==> config.mk <==
export PLATFORM = sky130hd
export DESIGN_NAME = seq_det_param_moore
export DESIGN_NICKNAME = d
export VERILOG_FILES = /design/src/rtl/seq_det_param_moore.sv
export SDC_FILE = /design/constraint.sdc
export NUM_CORES = 1
export LEC_CHECK = 0
export ABC_AREA = 1
export CAP_MARGIN = 0
export CORE_UTILIZATION = 41
export CTS_CLUSTER_DIAMETER = 80
export DETAILED_ROUTE_END_ITERATION = 16
export PLACE_DENSITY = 0.77
export SYNTH_ARGS = -nofsm -noshare
export SYNTH_HDL_FRONTEND = slang
export SYNTH_SLANG_ARGS = --single-unit
==> constraint.sdc <==
create_clock -name clk -period 1.6 [get_ports clk]
set_input_delay 0.24 -clock clk [delete_from_list [all_inputs] [get_ports clk]]
set_output_delay 0.24 -clock clk [all_outputs]
set_load 0.05 [all_outputs]
sizing.png
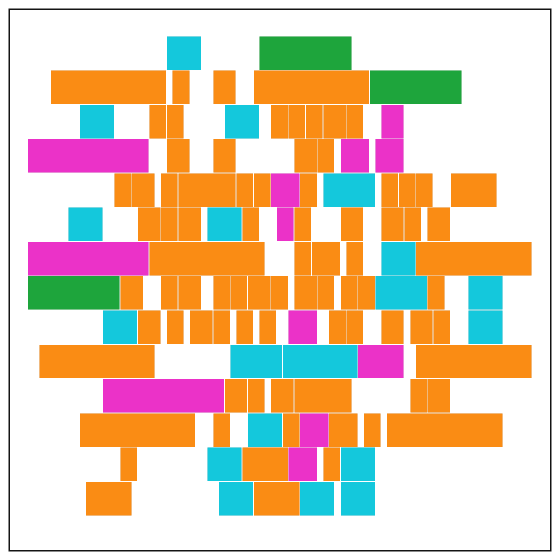
legend:
  x6 and larger:
    color: green
    cells: 3
    share: 2.6%
  x2:
    color: magenta
    cells: 12
    share: 10%
  x3 and x4:
    color: cyan
    cells: 19
    share: 16%
  x1 and smaller:
    color: orange
    cells: 82
    share: 71%
fin worst setup slack: 0.0533 ns
Final Cell Area: 931 um^2
Non-CTS buffers: 19
Area growth syn-to-layout: 36.0%

gates.png
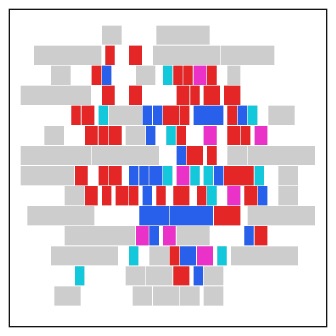
legend:
  nand cells:
    color: red
    cells: 41
    most_used: nand2_1
  inv cells:
    color: cyan
    cells: 12
    most_used: inv_1
  aoi and oai cells:
    color: magenta
    cells: 8
    most_used: a21oi_1
  nor cells:
    color: blue
    cells: 19
    most_used: nor2_1
    where: middle
final std cells w/o fill: 132
logic share of the area: 39.7%
Top cell excl fill/tap: nand2_1

m2.png
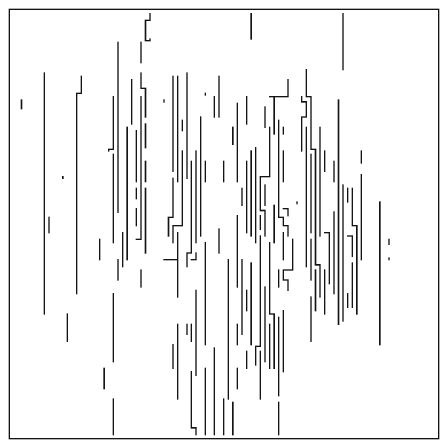
longest straight run: 24.1 um
share of all routed wire: 48%
Detailed Route WL: 1510 um
M2 GR Usage: 31.5%
via count: 642

class_map.png
The bar under the picture is 10 um long. Fill, decap, tap and diode cells in gray.
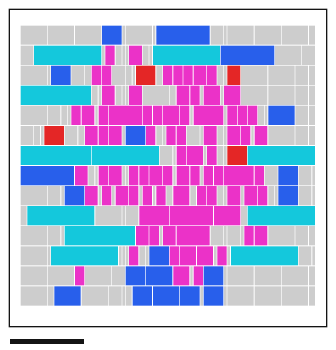
legend:
  remaining buffers and delay cells:
    color: blue
    cells: 19
  clock drivers and dummy loads:
    color: red
    cells: 4
  registers:
    color: cyan
    cells: 11
  remaining logic cells:
    color: magenta
    cells: 82
Util after Layout: 61.1%
fraction of area in registers: 30.0%

==> summary.txt <==
fresh numbers from the pnr run: setup_tns 0 ns, Tot GR Track Use 19.1%, crit path launch type primary input, Yosys Chip Area 684 um^2, Iter 0 DRT Violations 13, post-route ant nets 0, largest net degree at the start of global routing 15, Max VDD drop 0.377 mV, Critical Path Most Common Cell nand2_1, die width 42.9 um, relative slew slack 71.8%, Cell Area, Synth 684 um^2, Routed WL per cell 11.5 um, clk ins delay skew pair 0.27 ns, power per cell area 743 mW/mm^2, Top Layout Cells 19 x nand2_1, 14 x nor2_1, 14 x nand3_1, slowest cell on the critical path clkdlybuf4s50_1, critical path depth 9, Starting Density 44.9%, total CTS buffers 3, CP Data Required Time 1.76 ns, core area 0.00152 mm^2, Seq/Total Area, Yosys 40.2%, Buf/Inv on CP 2, Tcrit/Tclk final 96.7%, DRC 0, synthesized instance count 94, Pre-antenna DRT Iters 4, Die Y 42.9 um, max incr delay on CP 0.50 ns, final hold vios 0, Tmin final 1.55 ns, crit path max fanout 8, worst path arrival time 1.71 ns, cell chain of the critical path clkdlybuf4s50_1 -> inv_1 -> ha_1 -> nand2_1 -> nand2_2 -> nor3_4 -> nand2_4 -> nand3_1 -> nand2_1, # IOs 16, delay-heaviest family, CP simple AND/OR/NAND/NOR gates, # port buffers 15, Max Cap Viol 0, CTS Sinks 11, Yosys reg bits 11, Largest register FFs 8, share of post-route cells with drive strength above 1 29.3%, Reg2Reg Setup Slack 0.20 ns, pins over their slew limit 0, library cells used by synthesis 20, cell row count 14, Tool Warnings 26, syn avg cell area 7.28 um^2, diode count 0, Leak 0.000464 uW, Syn Nets 101, first-pass GRT wire length 2570 um, status finished, final reports clean, gpl congestion 0.770, register clock-pin slew on the reported worst setup and hold paths 0.07 ns, clk buf depth 2, clock root buffer clkbuf_4, FF-to-FF path depth 7, vias in the first global route 633, DIE AREA 0.00184 mm^2, DR vias/cell 4.86, Clock Skew 0.00170 ns, Worst Tran Pin Value 0.422 ns, number of cells in Yosys stat 94, CTS H-tree depth 1, setup violators final 0, initial antenna violation count 0, Critical Path End Type register, Max Freq 647 MHz, Cells after DPL 128, yosys warns 0, CTS tree built, remaining global-route overflow 0, fill count 138
-- final cells by class --
class | instances | area (um^2) | area share, %
clock buffers | 3 | 22.5 | 2.42
clock inverters | 1 | 5.00 | 0.538
inverters | 12 | 45.0 | 4.84
multi-input cells | 70 | 369 | 39.7
flip-flops and latches | 11 | 279 | 30.0
well taps | 16 | 20.0 | 2.15
repair buffers | 19 | 190 | 20.4
-- worst reg2reg max path: cells and delay by family, from the launching register on --
family | cells | cell delay (ns)
simple gates | 6 | 0.60
flops | 1 | 0.42
fa+ha+maj | 1 | 0.27
-- timing repair --
item | in CTS | in global routing
setup endpoints to repair | 0 | 4
buffers inserted | 0 | 0
gates resized | 0 | 3
-- metrics by stage --
| step | setup slack, ns | hold WS, ns | util [%] | instance area (um^2) | power (uW) |
|---|---|---|---|---|---|
| 2_1_floorplan | 0.0999 | 0.0922 | - | 688 | 441 |
| 3_3_place_gp | -0.199 | 0.514 | 58.6 | 893 | 500 |
| 3_5_place_dp | -0.264 | 0.515 | 58.6 | 893 | 504 |
| 4_1_cts | 0.0293 | 0.269 | 60.4 | 921 | 700 |
| 5_1_grt | -0.00335 | 0.310 | 61.1 | 931 | 730 |
| 6_report | 0.0533 | 0.254 | 61.1 | 931 | 692 |
-- where the power goes --
group | leakage (uW) | internal [uW] | switching [uW] | total (uW)
Clock | 0.0000177 | 92.7 | 98.1 | 191
Combinational | 0.000303 | 60.9 | 128 | 189
Sequential | 0.000144 | 296 | 16.9 | 312
-- synthesized netlist by cell type --
library cell	number	area (um^2)
nand2_1	20	75.1
nor2_1	15	56.3
nand3_1	14	70.1
dfrtp_1	11	275
inv_1	11	41.3
a21oi_1	4	20.0
nand2_2	4	25.0
ha_1	2	25.0
o21ai_0	2	10.0
buf_2	1	5.00
inv_2	1	3.75
nand2_4	1	11.3
nand3_2	1	10.0
nand4_1	1	6.26
nor2_2	1	6.26
nor2_4	1	11.3
nor3_1	1	5.00
nor3_4	1	16.3
o21ai_1	1	5.00
o22ai_1	1	6.26
-- kinds of logic (layout without fill, tap and decap cells) --
| group | after synthesis | count (layout) | synth area share [%] |
|---|---|---|---|
| AND-OR/OR-AND | 8 | 8 | 6.03 |
| adder cells (fa/ha/maj) | 2 | 2 | 3.66 |
| buffers and inverters | 13 | 35 | 7.31 |
| flip-flops | 11 | 11 | 40.2 |
| AND/OR/NAND/NOR | 60 | 60 | 42.8 |
-- metal layers --
metal | share of wire (%) | wire (um) | global-route usage (%)
met5 | 0 | 0 | 0
met1 | 47 | 716 | 22.8
met4 | 0.66 | 10 | 5.00
met2 | 48 | 719 | 31.5
met3 | 4.3 | 65 | 7.66
Power figures rest on the tool's default switching activity, not on a simulated workload.
